## src/rtl/gcd_job_driver.sv

```systemverilog
// Hardware sequencer for one gcd_machine: takes operand pairs, runs the engine, returns the result.
// Latency: a zero-operand bypass answers in 1 cycle; otherwise engine time plus 2 cycles.
// Backpressure: req_ready is low outside IDLE or while the engine is busy, so a held response stalls intake.
// Optional GCD_DRV_TIMEOUT_EN: adds a LAUNCH+WAIT cycle limit that aborts the job with rsp_err.
module gcd_job_driver #(
  parameter int WIDTH   = 8,
  parameter int TIMEOUT = 255
) (
  input  logic             clk,
  input  logic             rst,
  input  logic             req_valid,
  output logic             req_ready,
  input  logic [WIDTH-1:0] req_a,
  input  logic [WIDTH-1:0] req_b,
  output logic             gcd_go,
  output logic [WIDTH-1:0] gcd_in1,
  output logic [WIDTH-1:0] gcd_in2,
  input  logic             gcd_done,
  input  logic [WIDTH-1:0] gcd_out,
  output logic             rsp_valid,
  input  logic             rsp_ready,
  output logic [WIDTH-1:0] rsp_gcd,
  output logic             rsp_err,
  output logic [15:0]      jobs_done
);

  // The counter is 16 bits wide, so the limit has to fit in it.
  if (TIMEOUT < 1 || TIMEOUT > 65535) begin : g_bad_timeout
    $error("gcd_job_driver: TIMEOUT must be in 1..65535");
  end

  typedef enum logic [1:0] {
    IDLE   = 2'd0,
    LAUNCH = 2'd1,
    WAIT   = 2'd2,
    RESP   = 2'd3
  } state_t;

  state_t state, state_nxt;

  logic accept;   // pair taken this cycle
  logic bypass;   // accepted pair has a zero operand, engine skipped
  logic capture;  // engine finished, latch its result
  logic abort;    // time limit hit, return an error response
  logic expired;  // time limit reached in the current LAUNCH/WAIT cycle

  // Never accept while the engine still reports busy; this keeps jobs from overlapping.
  assign req_ready = (state == IDLE) && gcd_done;
  assign gcd_go    = (state == LAUNCH);
  assign rsp_valid = (state == RESP);

  // State register.
  always_ff @(posedge clk) begin
    if (rst) state <= IDLE;
    else     state <= state_nxt;
  end

  // Next-state decode and datapath strobes.
  always_comb begin
    state_nxt = state;
    accept    = 1'b0;
    bypass    = 1'b0;
    capture   = 1'b0;
    abort     = 1'b0;
    case (state)
      IDLE: begin
        if (req_valid && req_ready) begin
          accept = 1'b1;
          if (req_a == '0 || req_b == '0) begin
            bypass    = 1'b1;
            state_nxt = RESP;
          end else begin
            state_nxt = LAUNCH;
          end
        end
      end
      LAUNCH: begin
        // Engine acceptance takes priority over the limit so a started job is never orphaned.
        if (!gcd_done) begin
          state_nxt = WAIT;
        end else if (expired) begin
          abort     = 1'b1;
          state_nxt = RESP;
        end
      end
      WAIT: begin
        // A result arriving on the limit cycle still counts as success.
        if (gcd_done) begin
          capture   = 1'b1;
          state_nxt = RESP;
        end else if (expired) begin
          abort     = 1'b1;
          state_nxt = RESP;
        end
      end
      RESP: begin
        if (rsp_ready) state_nxt = IDLE;
      end
      default: state_nxt = IDLE;
    endcase
  end

  // Operand, result and completed-job registers.
  always_ff @(posedge clk) begin
    if (rst) begin
      gcd_in1   <= '0;
      gcd_in2   <= '0;
      rsp_gcd   <= '0;
      jobs_done <= '0;
    end else begin
      if (accept) begin
        gcd_in1 <= req_a;
        gcd_in2 <= req_b;
      end
      // With one operand zero, OR yields the other one (and 0 for 0,0).
      if (bypass)  rsp_gcd <= req_a | req_b;
      if (capture) rsp_gcd <= gcd_out;
      if (abort)   rsp_gcd <= '0;
      if (rsp_valid && rsp_ready) jobs_done <= jobs_done + 16'd1;
    end
  end

`ifdef GCD_DRV_TIMEOUT_EN
  logic [15:0] cnt;
  logic        err_q;

  // cnt holds the number of LAUNCH/WAIT cycles already spent, so the limit cycle is TIMEOUT-1.
  assign expired = (cnt >= 16'(TIMEOUT - 1));
  assign rsp_err = err_q;

  // Cycle counter: cleared on entry to LAUNCH, runs through LAUNCH and WAIT.
  always_ff @(posedge clk) begin
    if (rst)                                   cnt <= '0;
    else if (accept && !bypass)                cnt <= '0;
    else if (state == LAUNCH || state == WAIT) cnt <= cnt + 16'd1;
  end

  // Error flag: set by an abort, cleared by any normal or bypass result.
  always_ff @(posedge clk) begin
    if (rst)                  err_q <= 1'b0;
    else if (abort)           err_q <= 1'b1;
    else if (bypass || capture) err_q <= 1'b0;
  end
`else
  assign expired = 1'b0;
  assign rsp_err = 1'b0;
`endif

endmodule

```

## config.mk

```make
export PLATFORM = sky130hd
export DESIGN_NAME = gcd_job_driver
export DESIGN_NICKNAME = d
export VERILOG_FILES = /design/src/rtl/gcd_job_driver.sv
export SDC_FILE = /design/constraint.sdc
export NUM_CORES = 1
export LEC_CHECK = 0
export CAP_MARGIN = 5
export CORE_MARGIN = 8
export CORE_UTILIZATION = 41
export DETAILED_ROUTE_END_ITERATION = 10
export MAX_ROUTING_LAYER = met4
export PLACE_DENSITY = 0.83
export SYNTH_ARGS = -nofsm -noshare
export SYNTH_HDL_FRONTEND = slang
export SYNTH_SLANG_ARGS = --single-unit
```

## constraint.sdc

```tcl
create_clock -name clk -period 1.7 [get_ports clk]
set_clock_uncertainty 0.15 [all_clocks]
set_input_delay 0.51 -clock clk [delete_from_list [all_inputs] [get_ports clk]]
set_output_delay 0.51 -clock clk [all_outputs]
set_load 0.01 [all_outputs]
```

Figure 1. Cell area per tile (run 1).
Bar = 20 µm. The die is cut into 9 by 9 equal tiles; white is low, dark blue is high, 0 to 100% covered.
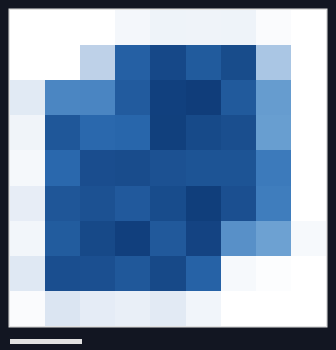
The densest ninth of the die: centre. The fullest tile reaches 95%. 20% of the tiles are nearly empty.

Figure 2. Wires at chosen ports, followed through buffers (run 1).
Bar = 20 µm.
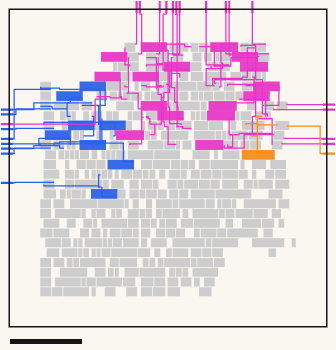
Key: jobs_done = magenta [direction output, edge 11 top, 4 right, 1 left, end cells 16, buffers 16, wire 726 µm]; gcd_in1 = blue [direction output, edge left, end cells 8, buffers 8, wire 318 µm]; rsp_valid = orange [direction output, edge right, end cells 1, buffers 1, wire 45.0 µm]

Figure 3. Placed standard cells (run 1).
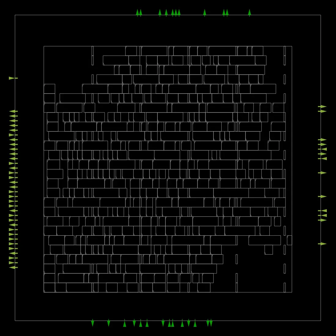
tap cell count: 70
core area: 5040 µm²

==> qor.csv, run 1 <==
metric,value,unit
power_switching_share,34.6,%
cp.arrival,1.15,ns
ant_nets,0,
dpl_cell_area,3310,µm²
crit_chain,inv_2 > ha_2 > and2_1 > buf_2,
powerDensity,912,nW/µm²
clk_path_buf_depth,2,
die_x,87.9,µm
port_buffers,71,
start_kind,flip-flop,
crit_fanout,4,
status,"finished, violations left",
ys_ff,42,
p_comb_share,43.9,%
hp-class,reg2reg,
grt.met1_usage,22.1,%
ys_sh_simple,31.3,%
setup_violations,15,
seq_cells,42,
cp_num_cells,4,
root_buffer,clkbuf_8,
setup_slack,-0.113,ns
hold_viol,0,
worst_r2r_path_depth,7,
buffers,135,
edf_count,0,
ys_sh_mux,1.06,%
clk-power,0.703,mW
pin_count,73,
violations,negative setup slack,
async_flop_share,0,%
clock_sinks,42,
crit-reg2reg-launch,state[0],
stdcell_area,3740,µm²
min_period_over_period,107,%
slowest_delay,0.36,ns
drive_gt1_share,31.7,%
crit_slowest_cell,dfxtp_4,
critPathLaunch,state[0],
==> run 1 -> run 2 <==
--- a/config.mk
+++ b/config.mk
@@ -9,6 +9,7 @@
 export CORE_MARGIN = 8
 export CORE_UTILIZATION = 41
 export DETAILED_ROUTE_END_ITERATION = 10
+export HOLD_SLACK_MARGIN = 0.12
 export MAX_ROUTING_LAYER = met4
 export PLACE_DENSITY = 0.83
 export SYNTH_ARGS = -nofsm -noshare
Figure 4. Register map, names as in the netlist (run 2).
Bar = 20 µm. Other sequential cells in the stronger grey, the rest of the logic in the fainter grey.
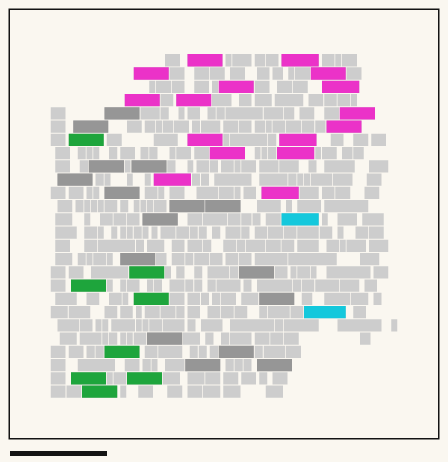
Key: gcd_in2 = green [flops 8]; state = cyan [flops 2]; jobs_done = magenta [flops 16]
Another 16 sequential cells are not coloured.
flip-flop and latch area: 853 µm²
Core Util, Final: 74.1%
P_seq: 1.21 mW
fraction of area in registers: 22.8%

Figure 5. Wires at chosen ports, followed through buffers (run 2).
Bar = 20 µm.
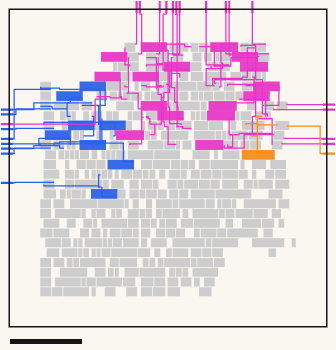
Key: rsp_valid = orange [direction output, edge right, end cells 1, buffers 1, wire 45.0 µm]; gcd_in1 = blue [direction output, edge left, end cells 8, buffers 8, wire 318 µm]; jobs_done = magenta [direction output, edge 11 top, 4 right, 1 left, end cells 16, buffers 16, wire 726 µm]

Figure 6. Placed standard cells (run 2).
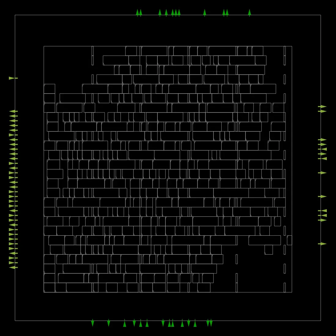
fillcell total: 354
Flops: 42
Row Count: 26
final std cells w/o fill: 464

==> qor.csv, run 2 <==
metric,value,unit,change
top_logic_kind,simple AND/OR/NAND/NOR gates,,
die_x,87.9,µm,unchanged
crit_chain,inv_2 > ha_2 > and2_1 > buf_2,,
stdcell_area,3740,µm²,unchanged
fp_util,42.0,%,
power_switching_share,34.6,%,unchanged
hp-class,reg2reg,,
grt.met1_usage,22.1,%,unchanged
clk_path_buf_depth,2,,unchanged
p_comb_share,43.9,%,about the same
wl,8280,µm,
critPathLaunch,state[0],,
ys_ff,42,,unchanged
start_kind,flip-flop,,
cp.arrival,1.15,ns,about the same
dpl_cell_area,3310,µm²,unchanged
htree_levels,2,,
crit_fanout,4,,unchanged
wl_met2,4050,µm,
clock_sinks,42,,unchanged
violations,negative setup slack,,
hold_viol,0,,unchanged
port_buffers,71,,unchanged
status,"finished, violations left",,
p_int,2.23,mW,
maxPowerGroup,combinational cells,,
min_period_over_period,107,%,unchanged
ys_sh_mux,1.06,%,unchanged
drive_gt1_share,31.7,%,unchanged
pin_count,73,,unchanged
setup_violations,15,,unchanged
slowest_delay,0.36,ns,about the same
ant_nets,0,,unchanged
setup_slack,-0.113,ns,unchanged
p_sw,1.18,mW,
crit_slowest_cell,dfxtp_4,,
edf_count,0,,unchanged
buffers,135,,unchanged
powerDensity,912,nW/µm²,unchanged
finalMaxSlewViolations,0,,
taps,70,,unchanged
ys_sh_simple,31.3,%,unchanged
async_flop_share,0,%,unchanged
clk-power,0.703,mW,about the same
cp_num_cells,4,,unchanged
period_minus_slack,1.81,ns,
crit-reg2reg-launch,state[0],,
Power is estimated from default activity; no workload was simulated.
